Run 1, routed metal, one colour a layer:
Drawn at 6 px/um.
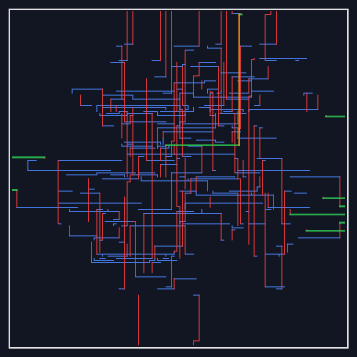
Run 1, I/O nets highlighted:
Drawn at 8 px/um.
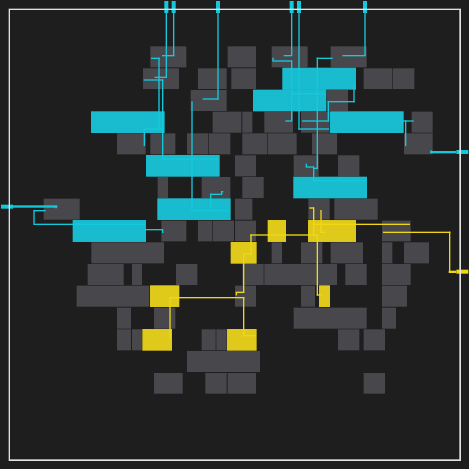
Run 1, sequential cells coloured by netlist name:
Drawn at 4 px/um. Other sequential cells in the stronger grey, the rest of the logic in the fainter grey.
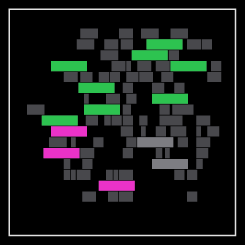
Run 1, the clock network:
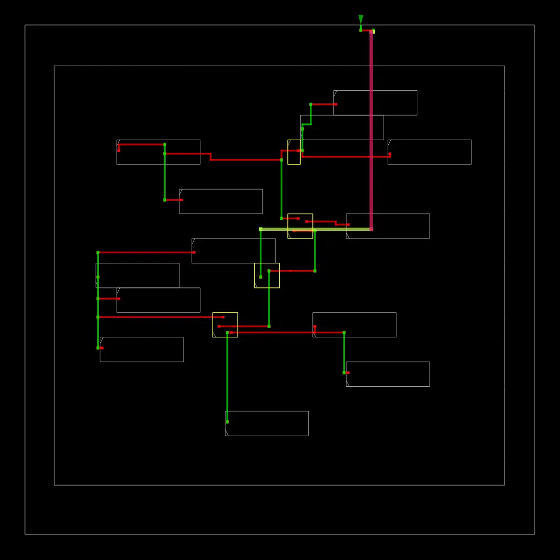
==> src/rtl/dec_onehot_seq_if.sv <==
// Request/strobe bundle for dec_onehot_seq.
// DEC_SCAN_EN adds the scan_start request line.
interface dec_onehot_seq_if #(
  parameter int N_SEL = 3
);
  logic                  sel_valid;
  logic                  sel_ready;
  logic [N_SEL-1:0]      sel;
  logic                  abort;
`ifdef DEC_SCAN_EN
  logic                  scan_start;
`endif
  logic [(2**N_SEL)-1:0] d;
  logic                  busy;
  logic                  done;
  logic [N_SEL-1:0]      cur_idx;

  modport master (
    output sel_valid, sel, abort,
`ifdef DEC_SCAN_EN
    output scan_start,
`endif
    input  sel_ready, d, busy, done, cur_idx
  );

  modport slave (
    input  sel_valid, sel, abort,
`ifdef DEC_SCAN_EN
    input  scan_start,
`endif
    output sel_ready, d, busy, done, cur_idx
  );
endinterface

==> src/rtl/dec_onehot_seq.sv <==
// Registered N-to-2^N one-hot strobe generator: each accepted select is held HOLD_CYCLES clocks.
// Defining DEC_SCAN_EN adds an auto-scan mode that walks every output in turn.
module dec_onehot_seq #(
  parameter int N_SEL       = 3,
  parameter int HOLD_CYCLES = 1
) (
  input logic             clk,
  input logic             rst_n,
  dec_onehot_seq_if.slave bus
);
  localparam int DW = 2**N_SEL;
  localparam int CW = $clog2(HOLD_CYCLES + 1);
  localparam logic [CW-1:0]    CNT_LOAD = CW'(HOLD_CYCLES);
  localparam logic [CW-1:0]    CNT_LAST = CW'(1);
  localparam logic [DW-1:0]    ONE      = DW'(1);
  localparam logic [N_SEL-1:0] IDX_LAST = '1;

  typedef enum logic [1:0] {
    IDLE = 2'd0,
    HOLD = 2'd1
`ifdef DEC_SCAN_EN
    , SCAN = 2'd2
`endif
  } state_t;

  state_t           state, state_n;
  logic [DW-1:0]    d_q, d_n;
  logic [N_SEL-1:0] idx_q, idx_n;
  logic [CW-1:0]    cnt_q, cnt_n;
  logic             last_cycle;

  always_ff @(posedge clk or negedge rst_n) begin
    if (!rst_n) begin
      state <= IDLE;
      d_q   <= '0;
      idx_q <= '0;
      cnt_q <= '0;
    end else begin
      state <= state_n;
      d_q   <= d_n;
      idx_q <= idx_n;
      cnt_q <= cnt_n;
    end
  end

  // D is the register itself, so the strobes cannot glitch between edges.
  always_comb begin
    state_n = state;
    d_n     = d_q;
    idx_n   = idx_q;
    cnt_n   = cnt_q;
    case (state)
      IDLE: begin
        if (bus.sel_valid) begin
          state_n = HOLD;
          d_n     = ONE << bus.sel;
          idx_n   = bus.sel;
          cnt_n   = CNT_LOAD;
        end
`ifdef DEC_SCAN_EN
        else if (bus.scan_start) begin
          state_n = SCAN;
          d_n     = ONE;
          idx_n   = '0;
          cnt_n   = CNT_LOAD;
        end
`endif
      end
      HOLD: begin
        if (bus.abort || cnt_q == CNT_LAST) begin
          state_n = IDLE;
          d_n     = '0;
          idx_n   = '0;
          cnt_n   = '0;
        end else begin
          cnt_n = cnt_q - CNT_LAST;
        end
      end
`ifdef DEC_SCAN_EN
      SCAN: begin
        if (bus.abort || (cnt_q == CNT_LAST && idx_q == IDX_LAST)) begin
          state_n = IDLE;
          d_n     = '0;
          idx_n   = '0;
          cnt_n   = '0;
        end else if (cnt_q == CNT_LAST) begin
          d_n   = d_q << 1;
          idx_n = idx_q + 1'b1;
          cnt_n = CNT_LOAD;
        end else begin
          cnt_n = cnt_q - CNT_LAST;
        end
      end
`endif
      default: begin
        state_n = IDLE;
        d_n     = '0;
        idx_n   = '0;
        cnt_n   = '0;
      end
    endcase
  end

  // DONE comes from registered state only; an abort cannot retract it within the same cycle.
  always_comb begin
    last_cycle = 1'b0;
    if (state == HOLD && cnt_q == CNT_LAST)
      last_cycle = 1'b1;
`ifdef DEC_SCAN_EN
    if (state == SCAN && cnt_q == CNT_LAST && idx_q == IDX_LAST)
      last_cycle = 1'b1;
`endif
  end

  assign bus.d         = d_q;
  assign bus.cur_idx   = idx_q;
  assign bus.busy      = (state != IDLE);
  assign bus.sel_ready = (state == IDLE);
  assign bus.done      = last_cycle;
endmodule
==> src/flat_wrapper.sv <==
// flat-port wrapper written by rule: the top's interface ports become plain ports
module dec_onehot_seq_flat 
#(
  parameter int N_SEL       = 3,
  parameter int HOLD_CYCLES = 1
)
  (clk, rst_n, bus_sel_valid, bus_sel, bus_abort, bus_sel_ready, bus_d, bus_busy, bus_done, bus_cur_idx);
  dec_onehot_seq_if #(.N_SEL(N_SEL)) bus_i ();
  input logic clk;
  input logic rst_n;
  input wire logic [$bits(bus_i.sel_valid)-1:0] bus_sel_valid;
  input wire logic [$bits(bus_i.sel)-1:0] bus_sel;
  input wire logic [$bits(bus_i.abort)-1:0] bus_abort;
  output wire logic [$bits(bus_i.sel_ready)-1:0] bus_sel_ready;
  output wire logic [$bits(bus_i.d)-1:0] bus_d;
  output wire logic [$bits(bus_i.busy)-1:0] bus_busy;
  output wire logic [$bits(bus_i.done)-1:0] bus_done;
  output wire logic [$bits(bus_i.cur_idx)-1:0] bus_cur_idx;
  assign bus_i.sel_valid = bus_sel_valid;
  assign bus_i.sel = bus_sel;
  assign bus_i.abort = bus_abort;
  assign bus_sel_ready = bus_i.sel_ready;
  assign bus_d = bus_i.d;
  assign bus_busy = bus_i.busy;
  assign bus_done = bus_i.done;
  assign bus_cur_idx = bus_i.cur_idx;
  dec_onehot_seq #(.N_SEL(N_SEL), .HOLD_CYCLES(HOLD_CYCLES)) u_core (.clk(clk), .rst_n(rst_n), .bus(bus_i));
endmodule
==> config.mk <==
export PLATFORM = sky130hd
export DESIGN_NAME = dec_onehot_seq_flat
export DESIGN_NICKNAME = d
export VERILOG_FILES = /design/src/rtl/dec_onehot_seq_if.sv /design/src/rtl/dec_onehot_seq.sv /design/src/flat_wrapper.sv
export SDC_FILE = /design/constraint.sdc
export NUM_CORES = 1
export LEC_CHECK = 0
export ABC_CLOCK_PERIOD_IN_PS = 1460
export CAP_MARGIN = 20
export CELL_PAD_IN_SITES_DETAIL_PLACEMENT = 0
export CELL_PAD_IN_SITES_GLOBAL_PLACEMENT = 2
export CORE_MARGIN = 3
export CORE_UTILIZATION = 23
export CTS_CLUSTER_SIZE = 25
export DETAILED_ROUTE_END_ITERATION = 6
export MAX_ROUTING_LAYER = met4
export PLACE_DENSITY = 0.71
export REMOVE_ABC_BUFFERS = 1
export SYNTH_ARGS = -nofsm -noshare
export SYNTH_HDL_FRONTEND = slang
export SYNTH_SLANG_ARGS = --single-unit
==> constraint.sdc <==
create_clock -name clk -period 1.46 [get_ports clk]
set_input_delay 0.292 -clock clk [delete_from_list [all_inputs] [get_ports clk]]
set_output_delay 0.292 -clock clk [all_outputs]
set_load 0.005 [all_outputs]
==> notes.md, run 1 <==
Physical implementation.

- The combinational gate area is 234 um^2.
- The reported combinational group power is 0.000301 W.
- The cell area after layout is 970 um^2.
- The timing endpoint of the critical path is bus_d[3].
- STA classifies the critical path endpoint as an output pin.
- After synthesis, the largest area contributor takes up 56.2% of total cell area.
- The routing usage on met1 is 12.3%.
- Of all nets on the critical path, the largest fanout is 2.
- The kind of path behind the tightest hold check is in -> async.
- The most common cell in the synthesized netlist is dfrtp_1.
- The critical path startpoint category is a register.
- Power spread over the standard cell area amounts to 971 nW/um^2.
- The signal arrival time at the worst endpoint is 1.13 ns.
- The flow ran to the end, and the final reports show no timing, DRC or antenna violations.
- The cell area after technology mapping is 579 um^2.
- According to the finish report, the design has a final net count of 94.
- The post-synthesis sequential area ratio is 56.2%.
- The delay of the slowest cell on the worst path is 0.51 ns.
- According to the report, the first pass of detailed routing completed in 4 iterations.
- Counting the warning lines in the Yosys log gives 0.
- The combinational power share is 31.9%.
- In the synthesis report, Yosys lists the chip area as 579 um^2.
- The worst slew margin relative to its limit is 83.5%.
- After detailed routing, the number of vias per cell comes to 4.45.
- The cell with the biggest individual delay on the critical path is clkdlybuf4s50_1.
- The report counts max-capacitance violations totalling 0.
- The shortest clock period the worst path allows after layout is 1.42 ns.
- The cell type that accounts for the most area after synthesis is dfrtp_1.
- Together, buffers and inverters on the worst path number 1.
- The leading power group is registers.
- For this configuration, the core starts out at a cell density of 25.2%.
- Per the detailed placement report, the placed cell area equals 873 um^2.
- The clock latency on the worst-skew pair is 0.27 ns.
- The most used flip-flop cell after synthesis is dfrtp_1.
- The share of the core filled with cells is 42.2%.
- The synthesis run shows the most used standard cells to be dfrtp_1 (13), a32o_1 (4), nand2_1 (4), o21ai_0 (4).
- The first-pass GRT wire length is 2440 um.
- The cell count in the Yosys report is 47.
- The design draws 0.000942 W.
- The pre-CTS setup check shows a worst slack of -0.0231 ns.
- Of all flip-flops after synthesis, the portion carrying an async set or reset was 100%.
- The routed length on met1 is 693 um.
- After the first detailed-routing iteration, the DRC count stood at 3.
- The number of flops mapped to enable cells by yosys is 0.
- According to the floorplan report, the die width is 56.2 um.
- The total count of hold-check failures in the final report is 0.
- The most common logic cell in the final layout is buf_4.
- In the routed design, unresolved DRC markers number 0.
- Setup repair after global routing could not meet its margin everywhere.
- Of the combinational cells, the family taking the most area is AND-OR/OR-AND gates.
- Entering global routing, the biggest net connects 14 pins.
- Of the available clock period, the critical path in the final layout requires 97.6%.
- For reference, the critical path is launched at u_core.bus.d[3].
- The category of the most critical setup path is reg -> out.
- The final weighted congestion in routability-driven placement is 0.740.
- The total of fill cells in the finished design is 247.
- The number of global-route vias before repair came to 539.
- Per the CTS log, the maximum H-tree level is 1.
- The internal cell power is 0.000687 W.
- The initial antenna violation count is 0.
- The number of antenna repair diodes is 0.
- The post-synthesis share of cell area spent on and-or and or-and gates is 19.2%.
- STA shows the worst reg2reg path with a cell count of 5.
- Across the whole layout, storage elements account for 325 um^2.
- At the pin with the least slew margin, the transition time is 0.246 ns.
- Looking at the VDD voltage map, the peak drop is 0.427 mV.
- The vertical die dimension reported for this design is 56.2 um.
- For flop-to-flop paths, the worst setup slack is 0.10 ns.
- The relative area change from synthesis to final layout is 67.4%.
- Per the GRT congestion report, total overflow comes to 0.
- The TritonCTS clock tree is done.
- In this run, placement finished with an instance count of 103.
- The number of warnings in the stage logs is 26.
- The critical path endpoint has a required time of 1.17 ns.
- The highest metal layer used by the detailed router is met4.
- Detailed routing placed a total of 709 um of wire on met2.
- The adder-cell share of the synthesized area is 0%.
- On met2, the global router reports a usage of 16.0%.
- The worst hold slack across all endpoints is 0.317 ns.
- The clock passes through at most 2 buffers.
- The total die size is 3160 um^2.
- Of the cells placed in the final design, the portion with a size suffix greater than 1 is 32.6%.
- The reg-to-reg endpoint is u_core.bus.d[0].
- The fmax is 702 MHz.
- Walking the worst path, the cells encountered are clkdlybuf4s50_1.
- The beginning of the worst register-to-register path is u_core.state[0].
- The share of total power dissipated in sequential elements is 44.5%.
- The number of synthesized register bits is 13.
- The CTS clock-pin slew for the worst setup and hold paths is 0.08 ns.
- The leakage power in the latest report is 0.557 nW.
-- 'routed metal, one colour a layer' (at the start) --
| layer | colour | wire length |
|---|---|---|
| met3 | green | 41.4 um |
| met1 | blue | 693 um |
| met2 | red | 710 um |
| met4 | orange | 21.8 um |
detailed-route wire length per cell: 12.9 um
Final Routed Wirelength: 1470 um
via count: 507
overall fraction of global-route tracks in use: 10.1%

-- 'I/O nets highlighted' (at the start) --
| port | colour | bits | direction | edge | end cells | buffers | wire |
|---|---|---|---|---|---|---|---|
| `bus_sel_valid` | yellow | 1 | input | right | 7 | 3 | 78.9 um |
| `bus_d` | cyan | 8 | output | 6 top, 1 right, 1 left | 8 | 8 | 201 um |
IO Port Bufs: 20
ports placed on the boundary: 21

-- 'sequential cells coloured by netlist name' (at the start) --
| netlist name | colour | placed flops |
|---|---|---|
| `u_core.bus.d` | green | 8 |
| `u_core.bus.cur_idx` | magenta | 3 |

-- 'the clock network' (at the start) --
clock-net power: 0.000222 W
clock buffer instance count of the final layout: 4
Max Clock Skew: 0.000749 ns
number of clock sinks seen by CTS: 13
TritonCTS Buffers: 3

## run 1: registers in the layout, summed over array words and instances (netlist names)
signal and count:
u_core.bus.d 8, u_core.cnt_q 1, u_core.bus.cur_idx 3, u_core.state 1
## run 1: cell type report
cell class                      instances  share of cell area, %
Multi-Input combinational cell         31                   24.1
Tap cell                               28                   3.61
Clock buffer                            4                   2.71
Sequential cell                        13                   33.5
Inverter                                1                  0.387
Timing Repair Buffer                   37                   35.6
## run 1: timing repair
| action | 4_1_cts | 5_1_grt |
|---|---|---|
| pin swaps | 0 | 2 |
| setup endpoints to repair | 4 | 19 |
| gates resized | 5 | 10 |
| hold buffers | 0 | 0 |
| setup buffers | 5 | 3 |
Run 1, gate families picked out:
Drawn at 6 px/um.
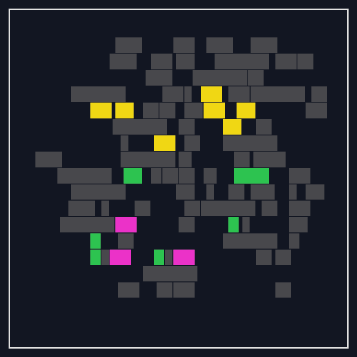

## Run 2: what changed since run 1
--- a/config.mk
+++ b/config.mk
@@ -15,6 +15,7 @@
 export DETAILED_ROUTE_END_ITERATION = 6
 export MAX_ROUTING_LAYER = met4
 export PLACE_DENSITY = 0.71
+export RECOVER_POWER = 25
 export REMOVE_ABC_BUFFERS = 1
 export SYNTH_ARGS = -nofsm -noshare
 export SYNTH_HDL_FRONTEND = slang
Run 2, gate families picked out:
Drawn at 6 px/um.
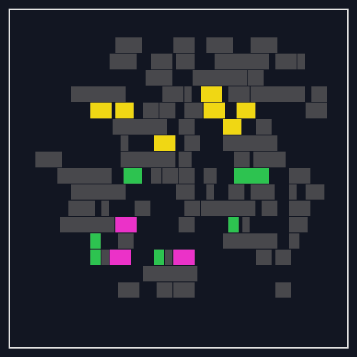
| family | colour | cells |
|---|---|---|
| multiplexers | magenta | 3 |
| AND-OR and OR-AND gates | yellow | 7 |
| inverting AOI/OAI gates | green | 6 |
tally of non-filler cells in the final layout: 114
most numerous logic cell after layout: buf_4
logic share of the area: 24.2%

Run 2, sequential cells coloured by netlist name:
Drawn at 4 px/um. Other sequential cells in the stronger grey, the rest of the logic in the fainter grey.
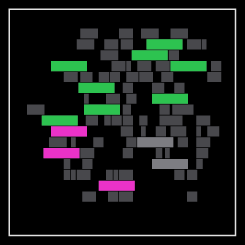
| netlist name | colour | placed flops |
|---|---|---|
| `u_core.bus.cur_idx` | magenta | 3 |
| `u_core.bus.d` | green | 8 |
not coloured: 2

==> notes.md, run 2 <==
Physical implementation.

- The met3 capacity usage during global routing came to 2.32% (unchanged).
- The reported combinational group power is 0.000299 W (was 0.000301 W).
- Setup repair after global routing missed its margin: yes (unchanged).
- The cell area reported after detailed placement was 873 um^2 (unchanged).
- The clock latency on the worst-skew pair is 0.27 ns (about the same).
- The worst-case clock buffer depth was 2 (unchanged).
- The number of synthesized register bits is 13 (unchanged).
- The startpoint of the lowest-slack hold path is u_core.bus.d[6].
- The global router's overall resource usage is 10.1% (unchanged).
- The power density over cell area is 973 nW/um^2 (was 971 nW/um^2).
- The category of the most critical setup path is reg -> out (unchanged).
- The share of flip-flops with an asynchronous set or reset is 100% (unchanged).
- The per-cell routed wire length was 12.7 um (was 12.9 um).
- The final weighted congestion in routability-driven placement came to 0.740 (unchanged).
- The final wirelength came to 1450 um (was 1470 um).
- The post-detailed-route via-to-cell ratio is 4.46 (was 4.45).
- The slack of the worst reg-to-reg path is 0.11 ns (was 0.10 ns).
- The signal arrival time at the worst endpoint came to 1.13 ns (about the same).
- The worst hold slack across all endpoints came to 0.499 ns (was 0.317 ns).
- The count of buffers inserted at the top-level ports came to 20 (unchanged).
- The routing usage on met1 is 12.3% (unchanged).
- The H-tree depth reported by CTS was 1 (unchanged).
- The net count of the finished layout is 94 (unchanged).
- The critical path capture point type is an output pin (unchanged).
- The count of mapped cells out of synthesis is 47 (unchanged).
- The number of antenna repair diodes is 0 (unchanged).
- The largest net degree at the start of global routing is 14 (unchanged).
- The beginning of the worst register-to-register path is u_core.state[0] (unchanged).
- The number of iterations in the first detailed-routing pass is 4 (unchanged).
- The number of flip-flops under the largest register name was 8 (unchanged).
- The combinational power share is 31.8% (was 31.9%).
- The total count of hold-check failures in the final report is 0 (unchanged).
- The total of fill cells in the finished design is 246 (was 247).
- The timing endpoint of the critical path is bus_d[3] (unchanged).
- The shortest clock period the worst path allows after layout came to 1.43 ns (was 1.42 ns).
- The global routing met2 resource utilization is 16.0% (unchanged).
- The power dissipated by switching net loads came to 0.000255 W (about the same).
- The most used flip-flop cell after synthesis is dfrtp_1 (unchanged).
- The maximum fanout along the worst path is 2 (unchanged).
- The area of the core is 2300 um^2 (unchanged).
- The met3 wire length came to 41 um (unchanged).
- The critical path startpoint category is a register (unchanged).
- The adder-cell share of the synthesized area was 0% (unchanged).
- The mean cell area of the mapped netlist came to 12.3 um^2 (unchanged).
- The leakage dissipation is 0.553 nW (was 0.557 nW).
- The instance count after placement with tap cells included is 103 (unchanged).
- The kind of path behind the tightest hold check is reg -> reg (was in -> async).
- The cell area after layout was 966 um^2 (was 970 um^2).
- The final-report max-slew violation count was 0 (unchanged).
- The height of the die came to 56.2 um (unchanged).
- The warning count from the yosys run is 0 (unchanged).
- The HPWL after detailed placement was 1040 um (unchanged).
- The relative area change from synthesis to final layout is 66.7% (was 67.4%).
- The share of the core filled with cells is 42.0% (was 42.2%).
- The cell taking the most area after synthesis is dfrtp_1 (unchanged).
- The clock network fraction of total power is 23.6% (was 23.5%).
- The delay of the slowest cell on the worst path is 0.51 ns (about the same).
- The worst clock skew came to 0.00119 ns (was 0.000749 ns).
- The data required time of the worst path is 1.17 ns (about the same).
- The routed length on met1 is 684 um (was 693 um).
- The fraction of the mapped netlist area in simple logic gates was 16.0% (unchanged).
- Top post-synthesis cells by area: dfrtp_1 (56%), a32o_1 (6.9%), mux2i_1 (5.2%) (unchanged).
- The core utilization before placement came to 25.2% (unchanged).
- The maximum VDD drop came to 0.427 mV (about the same).
- The cell with the biggest individual delay on the critical path is clkdlybuf4s50_1 (unchanged).
- The kind of cell adding the most delay to the critical path is buffers and inverters (unchanged).
- The overall via count from detail_route was 509 (was 507).
- The sink count of the clock tree was 13 (unchanged).
- The worst hold path terminates at u_core.bus.d[6].
- The slack of the critical path is 0.0349 ns (was 0.0351 ns).
- The DRC violation total after the first TritonRoute iteration is 3 (unchanged).
- The TritonCTS buffer count came to 3 (unchanged).
- The number of failing setup endpoints in the final timing report was 0 (unchanged).
- The combinational gate area is 234 um^2 (unchanged).
- The instance count along the most critical hold path is 1.
- The TritonCTS clock tree is done (unchanged).
- The total area of sequential cells was 325 um^2 (unchanged).
- The post-synthesis share of cell area spent on and-or and or-and gates came to 19.2% (unchanged).
- The I/O pin count came to 21 (unchanged).
- The sequential share of power is 44.6% (was 44.5%).
- The final period utilization is 97.6% (about the same).
- The highest metal layer used by the detailed router is met4 (unchanged).
- The number of remaining DRC errors is 0 (unchanged).
- The fraction of final layout cells sized beyond drive strength 1 is 31.4% (was 32.6%).
- The launch point of the worst path is u_core.bus.d[3] (unchanged).
- The cell row count is 17 (unchanged).
- The cell count in the Yosys report is 47 (unchanged).
- The proportion of total power due to net switching is 27.1% (about the same).
- The total global routing overflow is 0 (unchanged).
- The first-pass GRT wire length came to 2440 um (unchanged).
- The main combinational cell family by area after synthesis is AND-OR/OR-AND gates (unchanged).
- The initial antenna violation count came to 0 (unchanged).
- The internal cell power is 0.000685 W (was 0.000687 W).
- The number of flops mapped to enable cells by yosys is 0 (unchanged).
- The cell area after technology mapping is 579 um^2 (unchanged).
- The aggregate negative setup slack was 0 ns (unchanged).
- The clock network power is 0.000222 W (about the same).
- The power after layout is 0.000940 W (was 0.000942 W).
- The fmax is 702 MHz (about the same).
- The total die size is 3160 um^2 (unchanged).
- The post-synthesis sequential area ratio is 56.2% (unchanged).
- The post-route antenna net violation count is 0 (unchanged).
- The transition time at the pin with the least slew margin was 0.708 ns (was 0.246 ns).
- The placement-stage worst setup slack was -0.0231 ns (unchanged).
- The worst slew margin relative to its limit is 52.8% (was 83.5%).
- The power of the sequential group is 0.000419 W (about the same).
- Most frequent cells after synthesis: dfrtp_1 (13), a32o_1 (4), nand2_1 (4), o21ai_0 (4) (unchanged).
- The leading power group was registers (unchanged).
- Most numerous logic cells after layout: buf_4 (15), dfrtp_1 (13), clkdlybuf4s50_1 (9) (was buf_4 (16), dfrtp_1 (13), clkdlybuf4s50_1 (10)).
- The width of the die was 56.2 um (unchanged).
- The max-cap check violation count was 0 (unchanged).
- The root buffer cell is clkbuf_4 (unchanged).
- The number of global-route vias before repair was 539 (unchanged).
- The number of distinct library cells after synthesis is 20 (unchanged).
- The logic depth of the worst path, buffers included came to 1 (unchanged).
- Result of the run: complete, no violations (unchanged).
- The layer carrying the most global-route usage is met2 (unchanged).
- The wire length on met2 is 704 um (was 709 um).
- The reg-to-reg endpoint was u_core.bus.d[0] (unchanged).
- The mux contribution to synthesized area is 5.18% (unchanged).
- The number of warnings in the stage logs came to 26 (unchanged).
- Chain of cells forming the critical path: clkdlybuf4s50_1 (unchanged).
- The post-synthesis chip area from yosys is 579 um^2 (unchanged).
- The share of the synthesized area in the top cell type is 56.2% (unchanged).
- The critical path buffer and inverter count came to 1 (unchanged).
- The xor/xnor cell area share of the yosys netlist was 0% (unchanged).
- The CTS clock-pin slew for the worst setup and hold paths came to 0.08 ns (about the same).
- The count of cells along the worst register-to-register path was 5 (unchanged).
- The most common cell in the synthesized netlist is dfrtp_1 (unchanged).
[run 2: cell counts after synthesis]
Identical to the previous run, type by type.
[run 2: area by class of cell]
| cell class | instances | share of cell area (%) |
|---|---|---|
| flip-flops and latches | 13 | 33.7 |
| multi-input cells | 31 | 24.2 |
| inverters | 1 | 0.389 |
| well taps | 28 | 3.63 |
| repair buffers | 37 | 35.4 |
| clock buffers | 4 | 2.72 |
[run 2: timing repair]
action                                  4_1_cts  5_1_grt
resized                                       5       10
endpoints found under the setup margin        4       19
hold buffers                                  0        0
buffers inserted                              5        3
pin swaps                                     0        2
[run 2: kinds of logic after synthesis]
kind of cell / count (synthesis)
mux: 3
buf+inv: 3
flops: 13
simple gates: 15
compound gates: 13
Power is estimated from default activity; no workload was simulated.
